===== src/rtl/az_lsp_poly_pkg.sv =====
// Shared constants and state encoding for the A(z) -> F1/F2 polynomial block.
// Optional feature macro: AZ_LSP_POLY_OVF_EN (sticky overflow output).
package az_lsp_poly_pkg;

    localparam int M      = 10;   // LPC order
    localparam int NC     = 5;    // number of F1/F2 coefficients beyond index 0
    localparam int ADDR_W = 12;   // scratch-memory address width
    localparam int DATA_W = 16;   // coefficient width

    localparam logic [DATA_W-1:0] F_INIT = 16'h0800;  // 1.0 in Q11

    typedef enum logic [2:0] {
        IDLE  = 3'd0,
        READ1 = 3'd1,
        READ2 = 3'd2,
        CALC  = 3'd3,
        DONE  = 3'd4
    } state_t;

endpackage


===== src/rtl/az_lsp_poly_sat_addsub16.sv =====
// 16-bit add/subtract evaluated at 17 bits and saturated back to 16 bits.
// Matches G.729 add()/sub(); clip_o flags any saturation.
module sat_addsub16 (
    input  logic [15:0] a_i,
    input  logic [15:0] b_i,
    input  logic        sub_i,
    output logic [15:0] y_o,
    output logic        clip_o
);

    logic signed [16:0] a_ext;
    logic signed [16:0] b_ext;
    logic signed [16:0] r;

    // Full-precision result, then clamp when the top two bits disagree
    always_comb begin
        a_ext  = signed'({a_i[15], a_i});
        b_ext  = signed'({b_i[15], b_i});
        r      = sub_i ? (a_ext - b_ext) : (a_ext + b_ext);
        clip_o = r[16] ^ r[15];
        if (clip_o) begin
            y_o = r[16] ? 16'h8000 : 16'h7FFF;
        end else begin
            y_o = r[15:0];
        end
    end

endmodule


===== src/rtl/az_lsp_poly.sv =====
// Builds the symmetric/antisymmetric LSP polynomials F1(z), F2(z) from the
// LPC array a[0..10] held in scratch memory. Each of the 5 iterations reads
// a[i+1] and a[10-i] (one-cycle read latency) and updates one F1 and one F2
// coefficient. Optional: define AZ_LSP_POLY_OVF_EN for a sticky overflow flag.
module az_lsp_poly
    import az_lsp_poly_pkg::*;
(
    input  logic              clk,
    input  logic              reset,
    input  logic              start,
    output logic              done,
    input  logic [ADDR_W-1:0] aBase,
    output logic [ADDR_W-1:0] memReadAddr,
    input  logic [DATA_W-1:0] memIn,
    output logic [DATA_W-1:0] f1_0,
    output logic [DATA_W-1:0] f1_1,
    output logic [DATA_W-1:0] f1_2,
    output logic [DATA_W-1:0] f1_3,
    output logic [DATA_W-1:0] f1_4,
    output logic [DATA_W-1:0] f1_5,
    output logic [DATA_W-1:0] f2_0,
    output logic [DATA_W-1:0] f2_1,
    output logic [DATA_W-1:0] f2_2,
    output logic [DATA_W-1:0] f2_3,
    output logic [DATA_W-1:0] f2_4,
    output logic [DATA_W-1:0] f2_5
`ifdef AZ_LSP_POLY_OVF_EN
    ,
    output logic              overflow
`endif
);

    state_t             state_q, state_d;
    logic [2:0]         i_q, i_d;
    logic [DATA_W-1:0]  ahi_q;            // a[i+1], captured in READ2
    logic [DATA_W-1:0]  f1_q [0:NC];
    logic [DATA_W-1:0]  f2_q [0:NC];
    logic               start_acc;
    logic               calc_en;

    logic signed [16:0] sum17;
    logic signed [16:0] dif17;
    logic [DATA_W-1:0]  x1;
    logic [DATA_W-1:0]  x2;
    logic [DATA_W-1:0]  f1_new;
    logic [DATA_W-1:0]  f2_new;
    logic               clip1;
    logic               clip2;

    // State and loop-index register
    always_ff @(posedge clk) begin
        if (reset) begin
            state_q <= IDLE;
            i_q     <= 3'd0;
        end else begin
            state_q <= state_d;
            i_q     <= i_d;
        end
    end

    // Next state, read address and done pulse
    always_comb begin
        state_d     = state_q;
        i_d         = i_q;
        memReadAddr = '0;
        done        = 1'b0;
        start_acc   = 1'b0;
        calc_en     = 1'b0;
        case (state_q)
            IDLE: begin
                if (start) begin
                    start_acc = 1'b1;
                    i_d       = 3'd0;
                    state_d   = READ1;
                end
            end
            READ1: begin
                memReadAddr = aBase + ADDR_W'(i_q) + ADDR_W'(1);
                state_d     = READ2;
            end
            READ2: begin
                memReadAddr = aBase + ADDR_W'(M) - ADDR_W'(i_q);
                state_d     = CALC;
            end
            CALC: begin
                calc_en = 1'b1;
                if (i_q == 3'(NC - 1)) begin
                    state_d = DONE;
                end else begin
                    i_d     = i_q + 3'd1;
                    state_d = READ1;
                end
            end
            DONE: begin
                done    = 1'b1;
                state_d = IDLE;
            end
            default: begin
                state_d = IDLE;
            end
        endcase
    end

    // Pair terms: (a[i+1] +/- a[10-i]) >>> 2 at 17 bits, result fits in 16
    always_comb begin
        sum17 = signed'({ahi_q[15], ahi_q}) + signed'({memIn[15], memIn});
        dif17 = signed'({ahi_q[15], ahi_q}) - signed'({memIn[15], memIn});
        x1    = {sum17[16], sum17[16:2]};
        x2    = {dif17[16], dif17[16:2]};
    end

    sat_addsub16 u_sat_f1 (
        .a_i    (x1),
        .b_i    (f1_q[i_q]),
        .sub_i  (1'b1),
        .y_o    (f1_new),
        .clip_o (clip1)
    );

    sat_addsub16 u_sat_f2 (
        .a_i    (x2),
        .b_i    (f2_q[i_q]),
        .sub_i  (1'b0),
        .y_o    (f2_new),
        .clip_o (clip2)
    );

    // Coefficient registers and a[i+1] holding register
    always_ff @(posedge clk) begin
        if (reset) begin
            ahi_q <= '0;
            for (int k = 0; k <= NC; k++) begin
                f1_q[k] <= (k == 0) ? F_INIT : '0;
                f2_q[k] <= (k == 0) ? F_INIT : '0;
            end
        end else begin
            if (start_acc) begin
                f1_q[0] <= F_INIT;
                f2_q[0] <= F_INIT;
            end
            if (state_q == READ2) begin
                ahi_q <= memIn;
            end
            if (calc_en) begin
                f1_q[i_q + 3'd1] <= f1_new;
                f2_q[i_q + 3'd1] <= f2_new;
            end
        end
    end

`ifdef AZ_LSP_POLY_OVF_EN
    logic ovf_q;

    // Sticky saturation flag, cleared by reset or an accepted start
    always_ff @(posedge clk) begin
        if (reset || start_acc) begin
            ovf_q <= 1'b0;
        end else if (calc_en && (clip1 || clip2)) begin
            ovf_q <= 1'b1;
        end
    end

    assign overflow = ovf_q;
`else
    logic unused_clip;
    assign unused_clip = clip1 ^ clip2;
`endif

    assign f1_0 = f1_q[0];
    assign f1_1 = f1_q[1];
    assign f1_2 = f1_q[2];
    assign f1_3 = f1_q[3];
    assign f1_4 = f1_q[4];
    assign f1_5 = f1_q[5];
    assign f2_0 = f2_q[0];
    assign f2_1 = f2_q[1];
    assign f2_2 = f2_q[2];
    assign f2_3 = f2_q[3];
    assign f2_4 = f2_q[4];
    assign f2_5 = f2_q[5];

endmodule


===== config.mk =====
export PLATFORM = sky130hd
export DESIGN_NAME = az_lsp_poly
export DESIGN_NICKNAME = d
export VERILOG_FILES = /design/src/rtl/az_lsp_poly_pkg.sv /design/src/rtl/az_lsp_poly_sat_addsub16.sv /design/src/rtl/az_lsp_poly.sv
export SDC_FILE = /design/constraint.sdc
export NUM_CORES = 1
export LEC_CHECK = 0
export ABC_CLOCK_PERIOD_IN_PS = 4800
export CORE_MARGIN = 2
export CORE_UTILIZATION = 34
export DETAILED_ROUTE_END_ITERATION = 6
export GPL_TIMING_DRIVEN = 0
export PLACE_DENSITY = 0.54
export RECOVER_POWER = 50
export SETUP_SLACK_MARGIN = 0.5
export SLEW_MARGIN = 10
export SYNTH_ARGS = -nofsm -noshare
export SYNTH_HDL_FRONTEND = slang
export SYNTH_SLANG_ARGS = --single-unit

===== constraint.sdc =====
create_clock -name clk -period 4.8 [get_ports clk]
set_input_delay 0.48 -clock clk [delete_from_list [all_inputs] [get_ports clk]]
set_output_delay 0.48 -clock clk [all_outputs]
set_load 0.02 [all_outputs]

==> Changelog: implementation <==
### Physical design

* Outcome: finished with violations
* Clock transition at path regs at 60 ps
* Largest class: multi-input combinational cells
* FMAX at 222 MHz
* Worst min-delay path class: in -> reg
* Initial antenna violation count at 0
* Die Span Y at 222 µm
* Routed WL at 56.6 mm
* Flop area at 0.00820 mm²
* DP Worst Slack at -1270 ps
* Final nets at 1,795
* WS Path Type: reg -> reg
* Unrepaired setup endpoints after global routing: true
* Port bufs at 235
* Main logic family after synthesis: multiplexers
* Total negative slack at 0 ps
* Cells after Synth at 1,345
* Synthesis Warnings at 0
* Crit end category: register
* Worst Path Required at 5230 ps
* Gr usage total at 0.224
* Adder and majority cell fraction of the synthesized area at 0.0901
* Flops at 281
* # clk buffers at 43
* Vias in the first global route at 12,439
* Combinational share of cell area at 0.382
* Reg-to-reg startpoint: ahi_q[4]
* Stage-log warning count at 54
* XOR/XNOR Fraction of Synth Area at 0.0305
* Largest net degree at the start of global routing at 33
* Routed length per placed instance at 24.6 µm
* Crit path time final at 4500 ps
* CP max stage delay at 540 ps
* Post-synth EDFFs at 256
* Reg2Reg Depth at 18
* Setup bufs post-CTS at 28
* Invs w/o clock at 58
* WP buf/inv at 3
* Global-route wire length before repair at 81.5 mm
* N_diodes at 1
* DRT iter0 DRCs at 1,116
* Core ar. at 0.0467 mm²
* DR vias/cell at 5.43
* Post-synth ARST share at 0
* Final setup violation count at 0
* Sequential-to-total area share from yosys stat at 0.509
* CTS Sinks at 281
* Leak at 7.95 nW
* N_taps at 607
* Fraction of area in registers at 0.380
* Layout cells sized above 1 at 0.232
* Simple Share, Synth at 0.114
* Final Hold Fails at 0
* Hold Path Sink: ahi_q[12]
* Worst Setup SP: ahi_q[4]
* Worst IR Drop VDD at 0.280 mV
* Clk latency late pin at 590 ps
* Met2 usage at 0.354
* Detail Route Antenna Nets at 0
* Post-Synth AOI/OAI Area at 0.106
* Ys flop type: edfxtp_1
* CTS buffer count at 31
* Number of synthesized register bits at 281
* YS chip area at 0.0161 mm²
* Failing checks: design-rule violations, max-capacitance violations, max-slew violations
* Mux contribution to synthesized area at 0.118
* Top Ports at 236
* Max Used Layer: met5
* CP startpoint kind: register
* Met3 Track Usage GR at 0.0554
* Crit path max-delay family: AND-OR/OR-AND gates
* WL met2 at 26.0 mm
* H-tree Lvls at 1
* Top cell type by total area after synthesis: edfxtp_1
* Synthesized area per cell at 12.0 µm²
* Top cells by area: edfxtp_1 (48%), mux4_2 (9.0%), ha_1 (6.7%)
* Relative slew slack at -0.181
* Remaining global-route overflow at 0
* Post-route non-filler standard cell count at 2,303
* Data arrival, critical path at 4930 ps
* Filler Cell Count at 4,295
* Hpwl dp at 42.2 mm
* Crit Reg-Reg Endpoint: f1_q[5][9]
* Fp util at 0.345
* Hold slack at 233 ps
* Non-clock buffer share at 0.151
* CTS tree: yes
* Hold_buf cts at 0
* Most frequent cells after synthesis: edfxtp_1 (256), nor2_1 (219), a21oi_1 (95), ha_1 (86), nand2_1 (77)
* Crit path to: f1_q[5][9]
* Routed wl met3 at 4.61 mm
* Tcrit/Tclk final at 0.938
* Maxcap violations at 1
* FP Rows at 79
* Worst path depth at 18
* Hold path depth at 3
* Power, Total at 8.90 mW
* Syn Nets at 1,466
* Placed instance area at 0.0195 mm²
* Count leader, synth: edfxtp_1
* Worst clock skew at 9.29 ps
* Worst slew pin tran at 1760 ps
* Metal-1 WL at 24.0 mm
* Area leader share at 0.478
* Reg2reg setup slack at 300 ps
* Cell Type Count at 87
* Clock network area share at 0.0409
* DRC viols at 10
* Min-delay src: memIn[12]
* CTS resizes at 127
* Combinational gate area at 0.00826 mm²
* Ys cells at 1,345
* Clk root buf: clkbuf_16
* Total number of vias at 12,501
* Fin util at 0.463
* Synthesized area at 0.0161 mm²
* GR peak layer: met2
* Routability cong. at 0.888
* Slew Limit Fails at 7
* Die Area at 0.0491 mm²
* Clk buf depth at 3
* GR Util met1 at 0.298
* Comb gates at 938
-- layout by cell type (no fill, tap or decap), types with 16 or more instances in the layout --
cell             Yosys  layout
xnor2_1             41      39
ha_1                86      68
nor2_4               0      21
a21oi_1             95      86
nand2_1             77      77
buf_4                5      45
mux2i_1             17      17
clkdlybuf4s50_1      0      32
o21ai_0             28      26
nor2_2               0      48
dlygate4sd3_1        0     194
edfxtp_1           256     256
inv_1               57      56
clkbuf_16            0      31
mux2_2              19      18
dfxtp_1             25      20
mux4_2              64      64
nor2_1             219     150
nand3_1             16      16
clkbuf_1            43      57
-- power by group --
group / internal (mW) / leakage (nW) / total [mW] / switching (mW)
sequential: 2.80 / 2.79 / 2.89 / 0.0883
combinational: 1.56 / 4.74 / 3.83 / 2.28
clock: 1.19 / 0.426 / 2.18 / 0.996
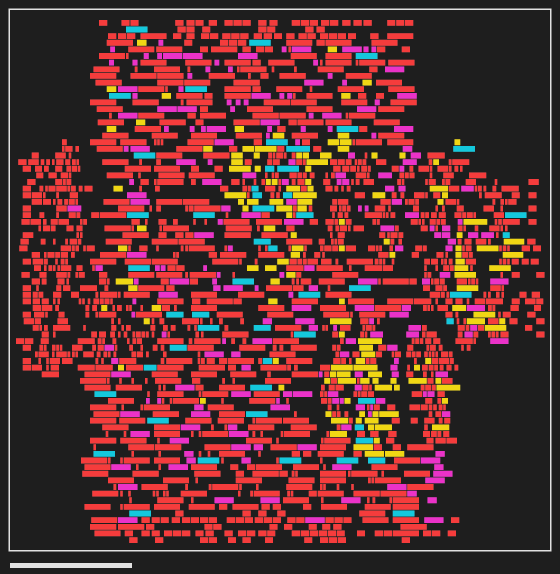
Fig. 1. Sizing map.
Scale bar: 50 µm.
| colour | size | cells | share |
|---|---|---|---|
| yellow | drive 3 to 4 | 134 | 7.9% |
| cyan | drive 6 and up | 51 | 3.0% |
| red | drive 1 or less | 1,301 | 77% |
| magenta | drive 2 | 209 | 12% |
post-route cell area: 0.0216 mm²
PnR worst setup slack: 298 ps
count of non-CTS buffers in the layout: 364
synthesis-to-finish area growth: 34.2%

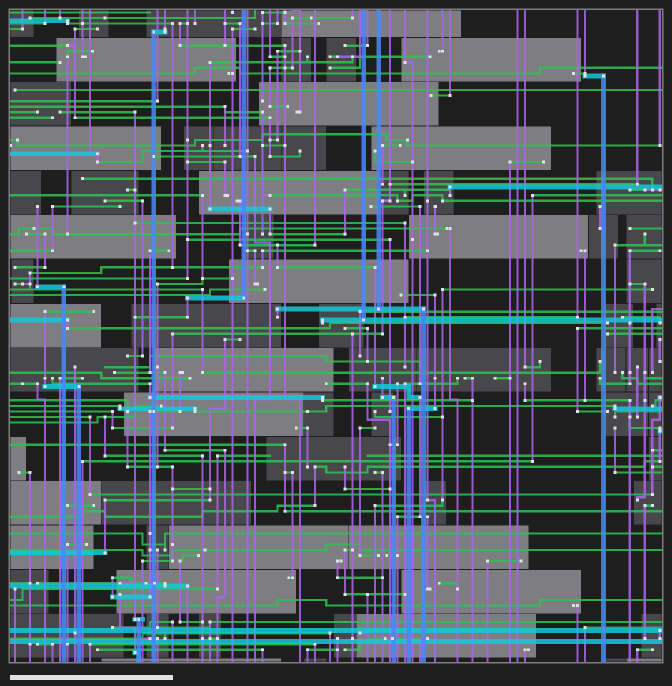
Fig. 2. A small window of the routed layout.
Scale bar: 10 µm. Region (91, 46) to (131, 86) µm. Cells in grey, sequential cells in the stronger grey; small squares are vias.
| colour | layer |
|---|---|
| cyan | met3 |
| purple | met2 |
| green | met1 |
| blue | met4 |
sequential cells in the window: 19
netlist names of flops here include: f2_q (19)
cells with their middle in the window: 60
most frequent: edfxtp_1 (19), a21oi_1 (10), nor2_1 (8)

Power and IR drop assume default switching activity.
